<file path="config.mk">
export PLATFORM = sky130hd
export DESIGN_NAME = arbiter_requester_flat
export DESIGN_NICKNAME = d
export VERILOG_FILES = /design/src/rtl/arbiter_requester_if.sv /design/src/rtl/arbiter_requester.sv /design/src/flat_wrapper.sv
export SDC_FILE = /design/constraint.sdc
export NUM_CORES = 1
export LEC_CHECK = 0
export CAP_MARGIN = 20
export CORE_ASPECT_RATIO = 1.75
export CORE_MARGIN = 3
export CORE_UTILIZATION = 32
export DETAILED_ROUTE_END_ITERATION = 8
export DONT_BUFFER_PORTS = 1
export PLACE_DENSITY = 0.46
export SLEW_MARGIN = 20
export SYNTH_ARGS = -nofsm -noshare
export SYNTH_HDL_FRONTEND = slang
export SYNTH_SLANG_ARGS = --single-unit
export TNS_END_PERCENT = 10
</file>
<file path="constraint.sdc">
create_clock -name clock -period 4.5 [get_ports clock]
set_input_delay 1.125 -clock clock [delete_from_list [all_inputs] [get_ports clock]]
set_output_delay 1.125 -clock clock [all_outputs]
set_load 0.01 [all_outputs]
</file>
<file path="src/rtl/arbiter_requester_if.sv">
// Requester-side bundle: command push port, arbiter request/grant pair and status.
// master: the requester agent. slave: whatever drives commands and grants it.
interface arbiter_requester_if #(
    parameter int unsigned DEPTH = 4,
    parameter int unsigned LEN_W = 4
);
    localparam int unsigned LVL_W = $clog2(DEPTH) + 1;

    logic             cmd_valid;
    logic [LEN_W-1:0] cmd_len;
    logic             cmd_ready;
    logic             r;
    logic             g;
    logic             busy;
    logic             beat;
    logic             done;
    logic             timeout_err;
    logic             protocol_err;
    logic [LVL_W-1:0] level;

    modport master (
        input  cmd_valid, cmd_len, g,
        output cmd_ready, r, busy, beat, done, timeout_err, protocol_err, level
    );

    modport slave (
        output cmd_valid, cmd_len, g,
        input  cmd_ready, r, busy, beat, done, timeout_err, protocol_err, level
    );
endinterface

</file>
<file path="src/rtl/arbiter_requester.sv">
// Client-side agent for one round-robin arbiter slot. Queues burst commands,
// requests the arbiter, counts granted beats and releases the request after the
// last beat. Define REQUESTER_ASSERT_EN to compile the built-in protocol assertions.
module arbiter_requester #(
    parameter int unsigned DEPTH   = 4,
    parameter int unsigned LEN_W   = 4,
    parameter int unsigned TIMEOUT = 64
) (
    input logic                 clock,
    input logic                 reset,
    arbiter_requester_if.master bus
);
    localparam int unsigned PTR_W  = $clog2(DEPTH);
    localparam int unsigned LVL_W  = $clog2(DEPTH) + 1;
    localparam int unsigned WAIT_W = $clog2(TIMEOUT);

    typedef enum logic [1:0] {st_idle, st_req, st_own, st_gap} state_t;

    logic [LEN_W-1:0]  mem_q [DEPTH];
    logic [PTR_W-1:0]  wr_ptr_q, rd_ptr_q;
    logic [LVL_W-1:0]  level_q;
    logic              full, push, pop;

    state_t            state_q, state_d;
    logic              r_q, r_d;
    logic [WAIT_W-1:0] wait_q, wait_d;
    logic [LEN_W-1:0]  cnt_q, cnt_d;
    logic              perr_q;
    logic              beat_c, done_c, tout_c;

    // Full blocks the push even when the head is popped in the same cycle.
    assign full = (level_q == LVL_W'(DEPTH));
    assign push = bus.cmd_valid && !full;
    assign pop  = done_c;

    // Command storage; entries need no reset, the pointers qualify them.
    always_ff @(posedge clock) begin
        if (push) begin
            mem_q[wr_ptr_q] <= bus.cmd_len;
        end
    end

    // FIFO pointers and occupancy.
    always_ff @(posedge clock) begin
        if (reset) begin
            wr_ptr_q <= '0;
            rd_ptr_q <= '0;
            level_q  <= '0;
        end else begin
            if (push) begin
                wr_ptr_q <= wr_ptr_q + PTR_W'(1);
            end
            if (pop) begin
                rd_ptr_q <= rd_ptr_q + PTR_W'(1);
            end
            if (push && !pop) begin
                level_q <= level_q + LVL_W'(1);
            end else if (!push && pop) begin
                level_q <= level_q - LVL_W'(1);
            end
        end
    end

    // Next state, wait/beat counters and per-cycle event pulses.
    always_comb begin
        state_d = state_q;
        wait_d  = wait_q;
        cnt_d   = cnt_q;
        beat_c  = 1'b0;
        done_c  = 1'b0;
        tout_c  = 1'b0;
        unique case (state_q)
            st_idle: begin
                wait_d = '0;
                if (level_q != '0) begin
                    state_d = st_req;
                end
            end
            st_req: begin
                // Saturating so a long wait can never wrap back below the limit.
                if (wait_q != '1) begin
                    wait_d = wait_q + WAIT_W'(1);
                end
                if (bus.g) begin
                    state_d = st_own;
                    cnt_d   = mem_q[rd_ptr_q];
                end else if (wait_q == WAIT_W'(TIMEOUT - 1)) begin
                    // Head command stays queued and is retried after the gap.
                    tout_c  = 1'b1;
                    state_d = st_gap;
                end
            end
            st_own: begin
                // A dropped grant just stalls; the request is held.
                if (bus.g) begin
                    beat_c = 1'b1;
                    if (cnt_q == '0) begin
                        done_c  = 1'b1;
                        state_d = st_gap;
                    end else begin
                        cnt_d = cnt_q - LEN_W'(1);
                    end
                end
            end
            st_gap: begin
                // The arbiter's lagging grant lands here and is ignored.
                state_d = st_idle;
            end
            default: begin
                state_d = st_idle;
            end
        endcase
        r_d = (state_d == st_req) || (state_d == st_own);
    end

    // State register; r is registered from the next-state decode.
    always_ff @(posedge clock) begin
        if (reset) begin
            state_q <= st_idle;
            r_q     <= 1'b0;
            wait_q  <= '0;
            cnt_q   <= '0;
            perr_q  <= 1'b0;
        end else begin
            state_q <= state_d;
            r_q     <= r_d;
            wait_q  <= wait_d;
            cnt_q   <= cnt_d;
            if (state_q == st_idle && bus.g) begin
                perr_q <= 1'b1;
            end
        end
    end

    assign bus.cmd_ready    = !full;
    assign bus.r            = r_q;
    assign bus.busy         = (state_q == st_own);
    assign bus.beat         = beat_c;
    assign bus.done         = done_c;
    assign bus.timeout_err  = tout_c;
    assign bus.protocol_err = perr_q;
    assign bus.level        = level_q;

`ifdef REQUESTER_ASSERT_EN
    a_r_held: assert property (@(posedge clock) disable iff (reset)
        (state_q == st_req || state_q == st_own) |-> r_q)
        else $error("r low while in REQ/OWN");

    a_beat_granted: assert property (@(posedge clock) disable iff (reset)
        bus.beat |-> (bus.g && bus.busy))
        else $error("beat without grant in OWN");

    a_done_beat: assert property (@(posedge clock) disable iff (reset)
        bus.done |-> bus.beat)
        else $error("done without beat");

    a_done_tout_excl: assert property (@(posedge clock) disable iff (reset)
        !(bus.done && bus.timeout_err))
        else $error("done and timeout_err together");

    a_level_bound: assert property (@(posedge clock) disable iff (reset)
        bus.level <= LVL_W'(DEPTH))
        else $error("level exceeds DEPTH");

    a_rise_hold: assert property (@(posedge clock) disable iff (reset)
        $rose(r_q) |=> (r_q || $past(tout_c)))
        else $error("r pulse shorter than 2 cycles");
`endif
endmodule

</file>
<file path="src/flat_wrapper.sv">
// flat-port wrapper written by rule: the top's interface ports become plain ports
module arbiter_requester_flat 
#(
    parameter int unsigned DEPTH   = 4,
    parameter int unsigned LEN_W   = 4,
    parameter int unsigned TIMEOUT = 64
)
  (clock, reset, bus_cmd_valid, bus_cmd_len, bus_g, bus_cmd_ready, bus_r, bus_busy, bus_beat, bus_done, bus_timeout_err, bus_protocol_err, bus_level);
  arbiter_requester_if #(.DEPTH(DEPTH), .LEN_W(LEN_W)) bus_i ();
  input logic clock;
  input logic reset;
  input wire logic [$bits(bus_i.cmd_valid)-1:0] bus_cmd_valid;
  input wire logic [$bits(bus_i.cmd_len)-1:0] bus_cmd_len;
  input wire logic [$bits(bus_i.g)-1:0] bus_g;
  output wire logic [$bits(bus_i.cmd_ready)-1:0] bus_cmd_ready;
  output wire logic [$bits(bus_i.r)-1:0] bus_r;
  output wire logic [$bits(bus_i.busy)-1:0] bus_busy;
  output wire logic [$bits(bus_i.beat)-1:0] bus_beat;
  output wire logic [$bits(bus_i.done)-1:0] bus_done;
  output wire logic [$bits(bus_i.timeout_err)-1:0] bus_timeout_err;
  output wire logic [$bits(bus_i.protocol_err)-1:0] bus_protocol_err;
  output wire logic [$bits(bus_i.level)-1:0] bus_level;
  assign bus_i.cmd_valid = bus_cmd_valid;
  assign bus_i.cmd_len = bus_cmd_len;
  assign bus_i.g = bus_g;
  assign bus_cmd_ready = bus_i.cmd_ready;
  assign bus_r = bus_i.r;
  assign bus_busy = bus_i.busy;
  assign bus_beat = bus_i.beat;
  assign bus_done = bus_i.done;
  assign bus_timeout_err = bus_i.timeout_err;
  assign bus_protocol_err = bus_i.protocol_err;
  assign bus_level = bus_i.level;
  arbiter_requester #(.DEPTH(DEPTH), .LEN_W(LEN_W), .TIMEOUT(TIMEOUT)) u_core (.clock(clock), .reset(reset), .bus(bus_i));
endmodule
</file>
Run 1, placement view:
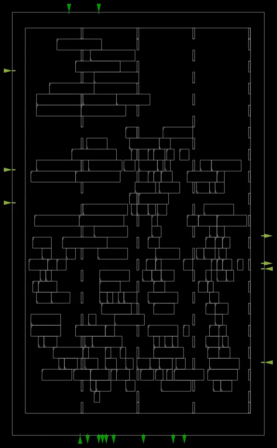
Final Core Density: 36.5%
Seq/total area: 48.6%

Run 1, metal layers overlaid:
Drawn at 3 px/µm. Only two layers are drawn.
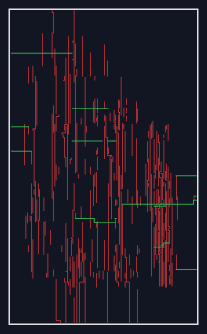
red -> met2  # wire length 2,060 µm
green -> met3  # wire length 122 µm

Run 1, I/O pins on the die edge:
Drawn at 6 px/µm. Pins as bars across the die edge, other pins in grey.
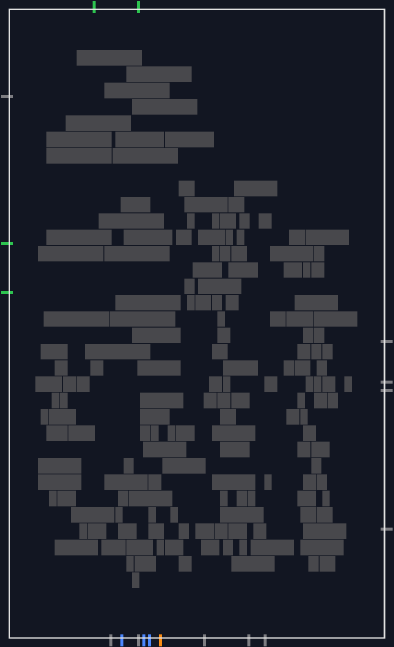
blue -> bus_level  # pins 3, direction output, edge bottom
green -> bus_cmd_len  # pins 4, direction input, edge 2 left, 2 top
orange -> bus_done  # pins 1, direction output, edge bottom

==> results.py, run 1 <==
# Metrics from the implementation run
metrics = {
    "min_path": {
        "hp-class": "reg2reg",
    },
    "power_and_ir_drop": {
        "fin_total_pwr_uw": 1000,
        "seqPwrFrac_pct": 50.3,
    },
    "worst_setup_path": {
        "cp_slowest_cell": "and2_1",
        "cp-startpoint": "bus_g",
        "timing.rr.start": "u_core.state_q[0]",
        "max_stage_delay_ps": 280,
    },
    "layout": {
        "seq_cell_count": 39,
        "buf_share_pct": 0,
        "sh_comb_area_pct": 40.0,
        "comb_cells": 106,
    },
    "final_timing": {
        "skew_ps": 7.51,
        "fin_tns_setup_ps": 0,
    },
    "clocking": {
        "cts-root-buf": "clkbuf_8",
        "cts_max_level": 2,
        "cts_buffers": 5,
    },
    "drt": {
        "vias": 1176,
    },
    "run_status": {
        "status": "finished clean",
    },
    "place": {
        "dp_cells": 229,
    },
    "global_route": {
        "antenna_found_initial": 0,
        "grt_busiest_layer": "met2",
        "grt-ovfl-total": 0,
        "grt_usage_pct": 12.2,
    },
    "yosys": {
        "async_flop_share_pct": 0,
        "yosysSeqAreaShare_pct": 53.0,
        "yosys-stat-cells": 160,
    },
    "die": {
        "rows": 35,
    },
}
## run 1: cells by family after synthesis
group | after synthesis
compound gates | 30
fa+ha+maj | 8
simple gates | 55
buf+inv | 15
flops | 39
mux | 6
xor+xnor | 7
## run 1: worst paths after layout
path                    endpoint  slack (ps)  cells past startpoint
min reg2reg      u_core.cnt_q[1]         500                      2
min              u_core.cnt_q[1]         500                      2
max                     bus_done        1710                      2
max reg2reg  u_core.bus.level[2]        1970                      9
## run 1: layer usage
layer | vias to the layer above | share of wire [%] | wire (µm)
met1 | 567 | 36 | 1280
met2 | 20 | 58 | 2060
met5 | - | 0 | 0
li1 | 583 | - | -
met3 | 6 | 3.5 | 122
met4 | 0 | 1.8 | 65
==> run 2, diff against run 1 <==
--- a/config.mk
+++ b/config.mk
@@ -11,7 +11,7 @@
 export CORE_UTILIZATION = 32
 export DETAILED_ROUTE_END_ITERATION = 8
 export DONT_BUFFER_PORTS = 1
-export PLACE_DENSITY = 0.46
+export PLACE_DENSITY = 0.47
 export SLEW_MARGIN = 20
 export SYNTH_ARGS = -nofsm -noshare
 export SYNTH_HDL_FRONTEND = slang
==> constraint.sdc (replaced) <==
create_clock -name clock -period 2.53 [get_ports clock]
set_input_delay 0.6325 -clock clock [delete_from_list [all_inputs] [get_ports clock]]
set_output_delay 0.6325 -clock clock [all_outputs]
set_load 0.01 [all_outputs]
Run 2, I/O pins on the die edge:
Drawn at 6 px/µm. Pins as bars across the die edge, other pins in grey.
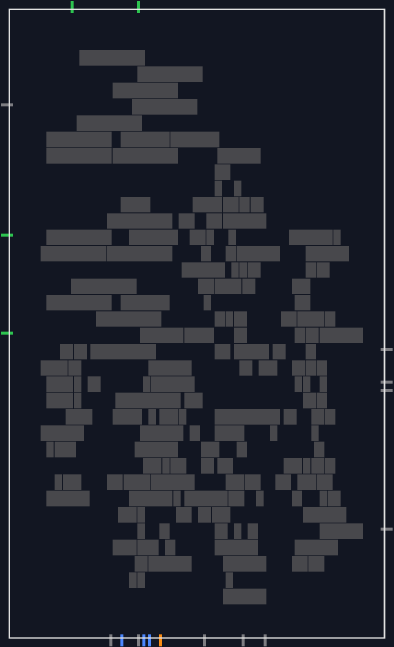
DIE HEIGHT: 105 µm
# port buffers: 0
Die Wd: 62.3 µm

==> run 2 against run 1 <==
  * Clock skew rose by 4.5 ps
  * Clock power increased to 2.6 times the previous value
  * Flip-flop count is the same
  * Synthesized area did not move
  * Total power is 100% higher
  * Critical path depth up 9
  * Non-clock buffer count up 5
  * First-iteration DRC count fell by 43%
  * Register-to-register slack worse by 1800 ps
  * Critical endpoint is now u_core.bus.level[2]
==> results.py, run 2 <==
# Metrics from the implementation run
metrics = {
    "run_status": {
        "status": "finished clean",
    },
    "worst_setup_path": {
        "cp-startpoint": "u_core.cnt_q[0]",
        "timing.rr.start": "u_core.cnt_q[0]",
        "rrSetupSlack_ps": 200,
        "crit_path_cell_trace": "inv_1 > ha_1 > nor3b_1 > and2_1 > inv_2 > ha_1 > inv_1 > fa_1 > xor2_1 > or3_1 > a21oi_1",
        "cp_top_family": "adder cells",
        "worstSetupEndpoint": "u_core.bus.level[2]",
        "rr_endpoint": "u_core.bus.level[2]",
        "max_stage_delay_ps": 370,
        "cp.depth": 11,
        "rr_worst_depth": 11,
    },
    "layout": {
        "nonClockInverterCount": 10,
        "comb_cells": 106,
        "sh_comb_area_pct": 38.4,
        "most-common-layout-cells": "dfxtp_1 (23), nor2_1 (19), edfxtp_1 (16), inv_1 (8)",
        "seq_cell_count": 39,
        "buf_share_pct": 1.86,
        "seq_share_pct": 46.6,
        "clkbuf_count": 5,
    },
    "drt": {
        "vias": 1196,
    },
    "power_and_ir_drop": {
        "comb_power_uw": 532,
        "fin_total_pwr_uw": 2010,
        "seqPwrFrac_pct": 42.7,
        "power_density_mw_per_mm2": 997,
    },
    "final_timing": {
        "skew_ps": 12.0,
        "fin_tns_setup_ps": 0,
        "setup_viol": 0,
    },
    "clocking": {
        "cts_buffer_depth": 2,
        "cts-root-buf": "clkbuf_8",
        "cts_max_level": 2,
        "cts_buffers": 5,
    },
    "place": {
        "place_congestion": 0.727,
        "place_area_mm2": 0.00188,
        "dp_cells": 234,
    },
    "yosys": {
        "synth_flops": 39,
        "synthCells": 160,
        "async_flop_share_pct": 0,
        "yosysSeqAreaShare_pct": 53.0,
    },
    "min_path": {
        "hp-class": "in2reg",
        "holdPathStages": 1,
    },
    "global_route": {
        "antenna_found_initial": 0,
        "grt_usage_pct": 11.5,
    },
    "run": {
        "warning_count": 29,
    },
    "die": {
        "rows": 35,
    },
}
Run 2, the metal 2 layer:
Drawn at 6 px/µm.
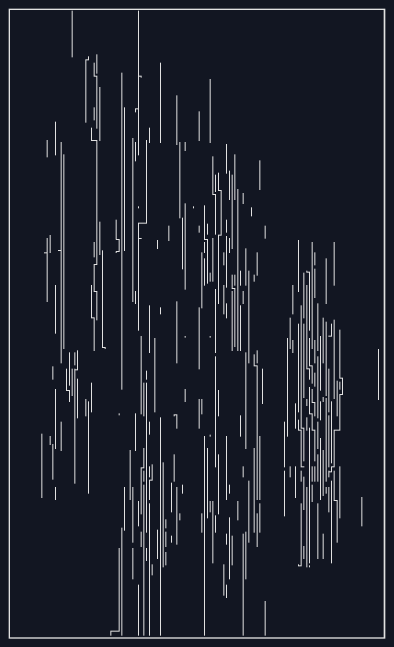
share of all routed wire = 57%
main direction = vertical
longest straight run = 52.7 µm
wire length on this layer = 1,950 µm
nets with wire on the layer = 161

## run 2: cell count changes in the layout (fill, tap and decap cells not counted)
cell / change
bufinv_16: +2
clkinvlp_4: -1
clkinv_2: -1
buf_4: +5
## run 2: layer usage
layer	vias up	global-route usage [%]	wire [µm]
met3	8	3.33	128
met4	0	6.32	106
met1	579	10.1	1250
li1	592	-	-
met5	-	0	0
met2	17	22.5	1950
## run 2: logic make-up after synthesis
| family | synth area share (%) |
|---|---|
| simple gates | 16.3 |
| flops | 53.0 |
| compound gates | 11.6 |
| buf+inv | 3.38 |
| fa+ha+maj | 6.06 |
| xor+xnor | 3.45 |
| mux | 6.20 |
## run 2: through the flow
step	utilization, %	worst slack, ps
after floorplan	-	186
after global placement	35.5	269
after detailed placement	35.5	208
after CTS	38.1	181
after global routing	38.1	56.9
final	38.1	196
Power figures rest on the tool's default switching activity, not on a simulated workload.
